==> config.mk <==
export PLATFORM = sky130hd
export DESIGN_NAME = reaction_timer
export DESIGN_NICKNAME = d
export VERILOG_FILES = /design/src/rtl/reaction_timer.sv
export SDC_FILE = /design/constraint.sdc
export NUM_CORES = 1
export LEC_CHECK = 0
export ABC_CLOCK_PERIOD_IN_PS = 4400
export CORE_UTILIZATION = 35
export DETAILED_ROUTE_END_ITERATION = 8
export HOLD_SLACK_MARGIN = 0.15
export SLEW_MARGIN = 20
export SYNTH_ARGS = -nofsm -noshare
export SYNTH_HDL_FRONTEND = slang
export SYNTH_SLANG_ARGS = --single-unit
==> constraint.sdc <==
create_clock -name clk -period 4.4 [get_ports clk]
set_input_delay 0.88 -clock clk [delete_from_list [all_inputs] [get_ports clk]]
set_output_delay 0.88 -clock clk [all_outputs]
set_load 0.02 [all_outputs]
==> src/rtl/reaction_timer.sv <==
// Reaction-time measurement datapath.
// Follows an external test controller's state and provides a pseudo-random
// pre-start delay, a millisecond reaction counter with saturation/overflow,
// and a "counters cleared" status flag.
module reaction_timer #(
  parameter int CLK_PER_MS   = 50000,
  parameter int DELAY_MIN_MS = 1000,
  parameter int MAX_TIME     = 999
) (
  input  logic       clk,
  input  logic       rstn,
  input  logic [2:0] machine_state,
  output logic [9:0] react_time,
  output logic       signal_start,
  output logic       signal_overflow,
  output logic       signal_cleared
);

  typedef enum logic [2:0] {
    ST_IDLE     = 3'd0,
    ST_WAIT     = 3'd1,
    ST_CLR_CNT1 = 3'd2,
    ST_START    = 3'd3,
    ST_STORAGE  = 3'd4,
    ST_CLR_CNT2 = 3'd5,
    ST_AVERAGE  = 3'd6,
    ST_COMPARE  = 3'd7
  } state_e;

  localparam int              PW         = (CLK_PER_MS > 2) ? $clog2(CLK_PER_MS) : 1;
  localparam logic [PW-1:0]   PRESC_LAST = PW'(CLK_PER_MS - 1);
  localparam logic [11:0]     DELAY_MIN  = 12'(DELAY_MIN_MS);
  localparam logic [9:0]      MAX_CNT    = 10'(MAX_TIME);
  localparam logic [15:0]     LFSR_SEED  = 16'hACE1;

  state_e          w_state;
  state_e          r_prev_state;
  logic            w_first;
  logic            w_active;
  logic            w_in_clr;
  logic            w_tick;
  logic            w_delay_hit;
  logic            w_lfsr_fb;
  logic [PW-1:0]   r_presc;
  logic [PW-1:0]   w_presc_cur;
  logic [15:0]     r_lfsr;
  logic [11:0]     r_delay_target;
  logic [11:0]     r_delay_cnt;
  logic            r_delay_done;
  logic [9:0]      r_react_cnt;
  logic            r_start;
  logic            r_ovf;
  logic            r_cleared;

  assign w_state  = state_e'(machine_state);
  assign w_first  = (w_state != r_prev_state);
  assign w_active = (w_state == ST_WAIT) || (w_state == ST_START);
  assign w_in_clr = (w_state == ST_CLR_CNT1) || (w_state == ST_CLR_CNT2);

  // The prescaler reads as zero on the entry cycle so every WAIT/START dwell
  // starts a fresh millisecond, even on a direct WAIT<->START jump.
  assign w_presc_cur = (w_active && !w_first) ? r_presc : '0;
  assign w_tick      = w_active && (w_presc_cur == PRESC_LAST);

  // Taps 16,14,13,11 (1-based) of a Fibonacci LFSR shifting toward the MSB.
  assign w_lfsr_fb = r_lfsr[15] ^ r_lfsr[13] ^ r_lfsr[12] ^ r_lfsr[10];

  assign w_delay_hit = (w_state == ST_WAIT) && !w_first && w_tick && !r_delay_done &&
                       ((r_delay_cnt + 12'd1) == r_delay_target);

  // Free-running LFSR and previous-state register for entry detection.
  // NOTE: sequential state uses non-blocking (<=) so every flop samples pre-edge values.
  always_ff @(posedge clk or negedge rstn) begin
    if (!rstn) begin
      r_lfsr       <= LFSR_SEED;
      r_prev_state <= ST_IDLE;
    end else begin
      r_lfsr       <= {r_lfsr[14:0], w_lfsr_fb};
      r_prev_state <= w_state;
    end
  end

  // Millisecond prescaler, running only inside WAIT or START.
  always_ff @(posedge clk or negedge rstn) begin
    if (!rstn) begin
      r_presc <= '0;
    end else if (!w_active || w_tick) begin
      r_presc <= '0;
    end else begin
      r_presc <= w_presc_cur + PW'(1);
    end
  end

  // Random pre-start delay: armed on WAIT entry, fires once per WAIT dwell.
  always_ff @(posedge clk or negedge rstn) begin
    if (!rstn) begin
      r_delay_target <= '0;
      r_delay_cnt    <= '0;
      r_delay_done   <= 1'b0;
    end else if (w_state == ST_IDLE) begin
      r_delay_cnt  <= '0;
      r_delay_done <= 1'b0;
    end else if (w_state == ST_WAIT) begin
      if (w_first) begin
        r_delay_target <= DELAY_MIN + {1'b0, r_lfsr[10:0]};
        r_delay_cnt    <= '0;
        r_delay_done   <= 1'b0;
      end else if (w_tick && !r_delay_done) begin
        r_delay_cnt <= r_delay_cnt + 12'd1;
        if (w_delay_hit) r_delay_done <= 1'b1;
      end
    end
  end

  // Reaction counter with saturation; overflow latches one cycle after saturation.
  always_ff @(posedge clk or negedge rstn) begin
    if (!rstn) begin
      r_react_cnt <= '0;
      r_ovf       <= 1'b0;
    end else if ((w_state == ST_IDLE) || w_in_clr) begin
      r_react_cnt <= '0;
      r_ovf       <= 1'b0;
    end else begin
      if ((w_state == ST_START) && w_tick && (r_react_cnt != MAX_CNT)) begin
        r_react_cnt <= r_react_cnt + 10'd1;
      end
      if (r_react_cnt == MAX_CNT) r_ovf <= 1'b1;
    end
  end

  // Registered status outputs: start pulse and cleared level.
  always_ff @(posedge clk or negedge rstn) begin
    if (!rstn) begin
      r_start   <= 1'b0;
      r_cleared <= 1'b0;
    end else begin
      r_start   <= w_delay_hit;
      r_cleared <= w_in_clr;
    end
  end

  assign react_time      = r_react_cnt;
  assign signal_start    = r_start;
  assign signal_overflow = r_ovf;
  assign signal_cleared  = r_cleared;

endmodule

### Track usage over the die, run 1

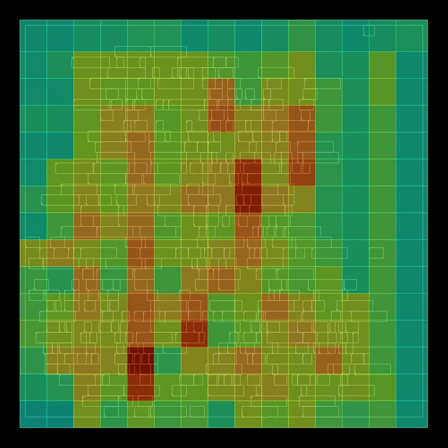
met3 global-route usage: 2.495%
GR Util met2: 22.33%
global route hottest layer: met2

### Cell density map, run 1

Bar = 20 um. The die is cut into 10 by 10 equal tiles; black is low, pale yellow is high, 0 to 100% covered.
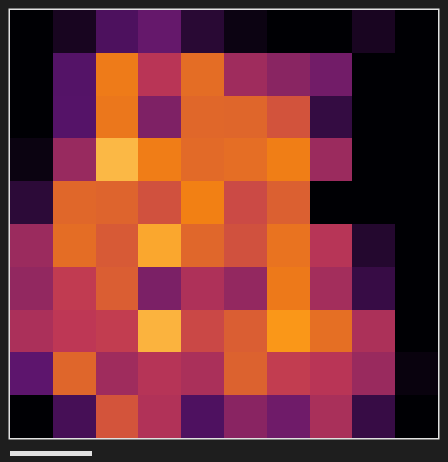
emptiest ninth of the die = north-east
mean over tiles = 37%
fullest tile = 85%
Placeable Area: 10280 um2
Final Core Density: 41.00%
Initial Util: 35.94%

==> impl_metrics.py, run 1 <==
# Flow results
metrics = {
    "sta": {
        "period_used_pct": 81.07,
    },
    "setup_path": {
        "critPathArrivalTime_ps": 3800,
        "crit_top_cell": "and3_1",
        "crit_path_max_fanout": 13,
        "critPathCapture": "r_delay_cnt[3]",
        "start_kind": "primary input",
        "slowest_stage": "or4b_4",
    },
    "pwr": {
        "comb_power_mw": 0.0782,
    },
    "final_layout": {
        "num-nets-final": 388,
        "n_fill_cell": 1036,
        "layout_top_cell": "dfrtp_1",
    },
    "placement": {
        "numPortBuffers": 17,
    },
    "yosys": {
        "yosys_warnings": 0,
        "avgSynthCellArea_um2": 10.32,
        "netlist_area_um2": 3694,
        "ys_area_um2": 3694,
        "synth.distinct_cells": 51,
    },
    "hold_path": {
        "hold_depth": 0,
    },
    "outcome": {
        "outcome": "finished clean",
    },
    "clocking": {
        "htreeDepth": 3,
    },
}
### Wiring heat map, run 1

Bar = 20 um. The die is cut into 21 by 21 equal tiles; black is low, pale yellow is high, scaled to the fullest tile. Values are wire area over tile area, all layers added.
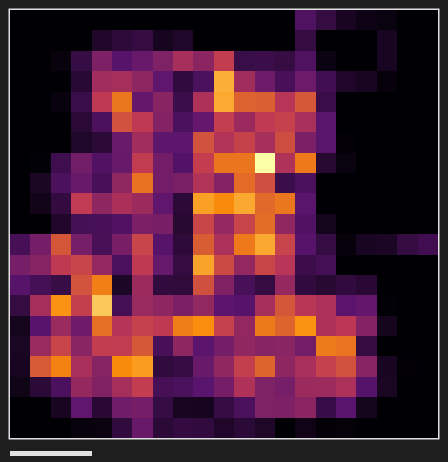
nearly empty tiles = 29%
emptiest ninth of the die = east
tiles over half the peak = 18%
via count: 2666
routed len/inst: 13.71 um
gr usage total: 14.26%

### M1 wires, run 1

Bar = 20 um.
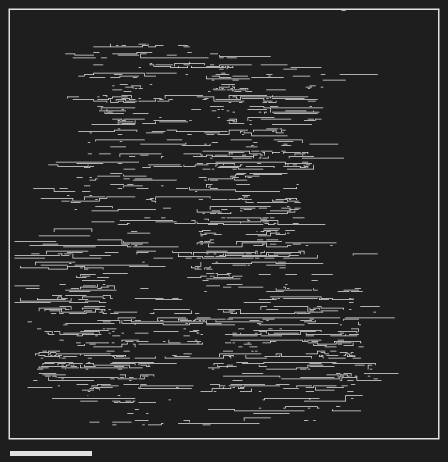
nets with wire on the layer = 362
wire length on this layer = 3640 um
grt met1 use: 19.46%
Post-Route WL: 7129 um

==> run 1: flip-flops by register name, summed over array words and instances, names as in the netlist <==
signal	flops
r_lfsr	16
r_presc	16
r_delay_cnt	12
r_delay_target	12
react_time	10
r_prev_state	3
r_delay_done	1
signal_cleared	1
signal_overflow	1
signal_start	1
==> run 1: layout make-up <==
| class | count | area, um2 | area share [%] |
|---|---|---|---|
| clock buffer | 12 | 145.1 | 3.444 |
| sequential | 73 | 1837 | 43.59 |
| inverter | 13 | 48.80 | 1.158 |
| timing repair buffer | 21 | 197.7 | 4.691 |
| clock inverter | 4 | 52.55 | 1.247 |
| multi-input combinational | 261 | 1763 | 41.83 |
| tap | 136 | 170.2 | 4.038 |
### Met2 routing, run 1

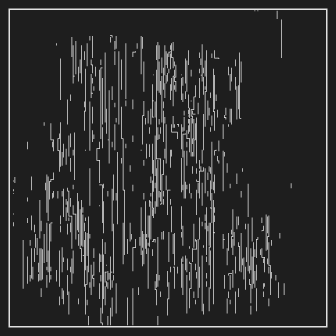

==> run 1 -> run 2 <==
ABC_CLOCK_PERIOD_IN_PS = 2940   (was 4400)
clock period = 2.94 ns   (was 4.4 ns; I/O delays follow)
### Met2 routing, run 2

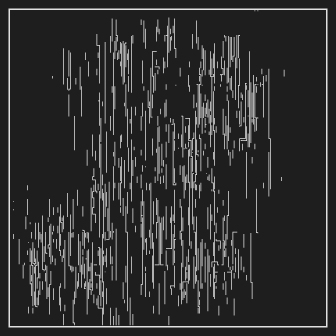
longest straight run = 31.6 um
main direction = vertical
nets with wire on the layer = 340
share of all routed wire = 47%
wire length on this layer = 3490 um
GR Util met2: 22.61%
Post-Route WL: 7496 um

### M1 wires, run 2

Bar = 20 um.
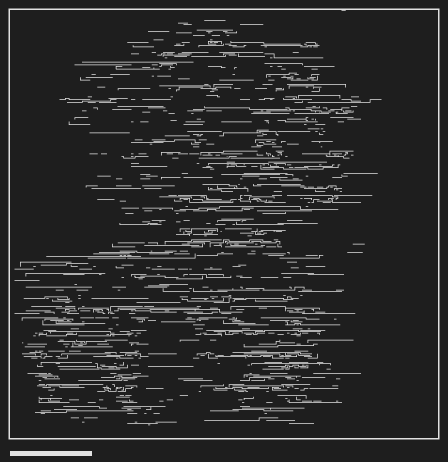
nets with wire on the layer = 380
share of all routed wire = 48%
grt met1 use: 20.61%
via count: 2786

==> impl_metrics.py, run 2 <==
# Flow results
metrics = {
    "final_layout": {
        "num-nets-final": 404,
        "comb.multi_input.count": 261,
        "top_regs": "r_lfsr x16, r_presc x16",
        "nNonClkInverters": 13,
        "layout_top_cell": "dfrtp_1",
        "regArea_um2": 1837,
        "bufAreaShareNonClock_pct": 7.284,
        "signal_buffers": 37,
        "nClkBuffers": 13,
        "seq_share_pct": 42.10,
        "ff_count": 73,
        "area_growth_pct": 18.12,
        "n_fill_cell": 980,
        "instances_no_fill": 536,
        "comb_area_share_pct": 41.04,
        "clock_area_share_pct": 4.560,
    },
    "die": {
        "fp_util_pct": 35.94,
        "core_area_um2": 10280,
        "taps": 136,
        "rows": 37,
    },
    "global_route": {
        "grt_max_degree": 36,
        "use_met3_pct": 3.618,
        "busiest_layer": "met2",
        "track_usage_pct": 15.14,
    },
    "placement": {
        "numPortBuffers": 17,
        "place_congestion": 0.8228,
    },
    "yosys": {
        "ys_area_um2": 3694,
        "yosys_warnings": 0,
        "synth.distinct_cells": 51,
        "netlist_area_um2": 3694,
        "syn-num-nets": 367,
    },
    "clocking": {
        "cts_buffer_depth": 2,
        "htreeDepth": 3,
    },
    "setup_path": {
        "critPathArrivalTime_ps": 2920,
        "crit_path_max_fanout": 6,
        "crit_top_cell": "and3_4",
        "critPathCapture": "react_time[6]",
        "start_kind": "primary input",
    },
    "drt": {
        "wl_per_cell_um": 13.99,
    },
    "hold_path": {
        "hold_depth": 0,
    },
    "outcome": {
        "outcome": "finished clean",
    },
    "sta": {
        "period_used_pct": 91.38,
    },
}
-- run 2: netlist changes by cell type in the layout (fill, tap and decap cells not counted), moves of 2 or more --
cell,previous run,this run
and3_1,9,6
buf_4,5,19
and3_4,0,3
clkinv_4,2,0
-- run 2: timing repair --
action | 4_1_cts | 5_1_grt
hold buffers | 1 | 0
setup buffers | 0 | 0
hold endpoints to repair | 11 | 0
setup endpoints to repair | 0 | 0
-- run 2: where the power goes --
group	leakage (nW)	total, mW	switching, mW	internal, mW
Clock	0.103	0.799	0.363	0.436
Sequential	0.968	1.04	0.0167	1.02
Combinational	0.748	0.128	0.0726	0.0559
-- run 2: worst register-to-register path: cells and delay by family, from the launching register on --
family	cells	cell delay [ps]
flops	1	470
simple gates	4	1290
fa+ha+maj	1	290
compound gates	1	380
Power is estimated from default activity; no workload was simulated.
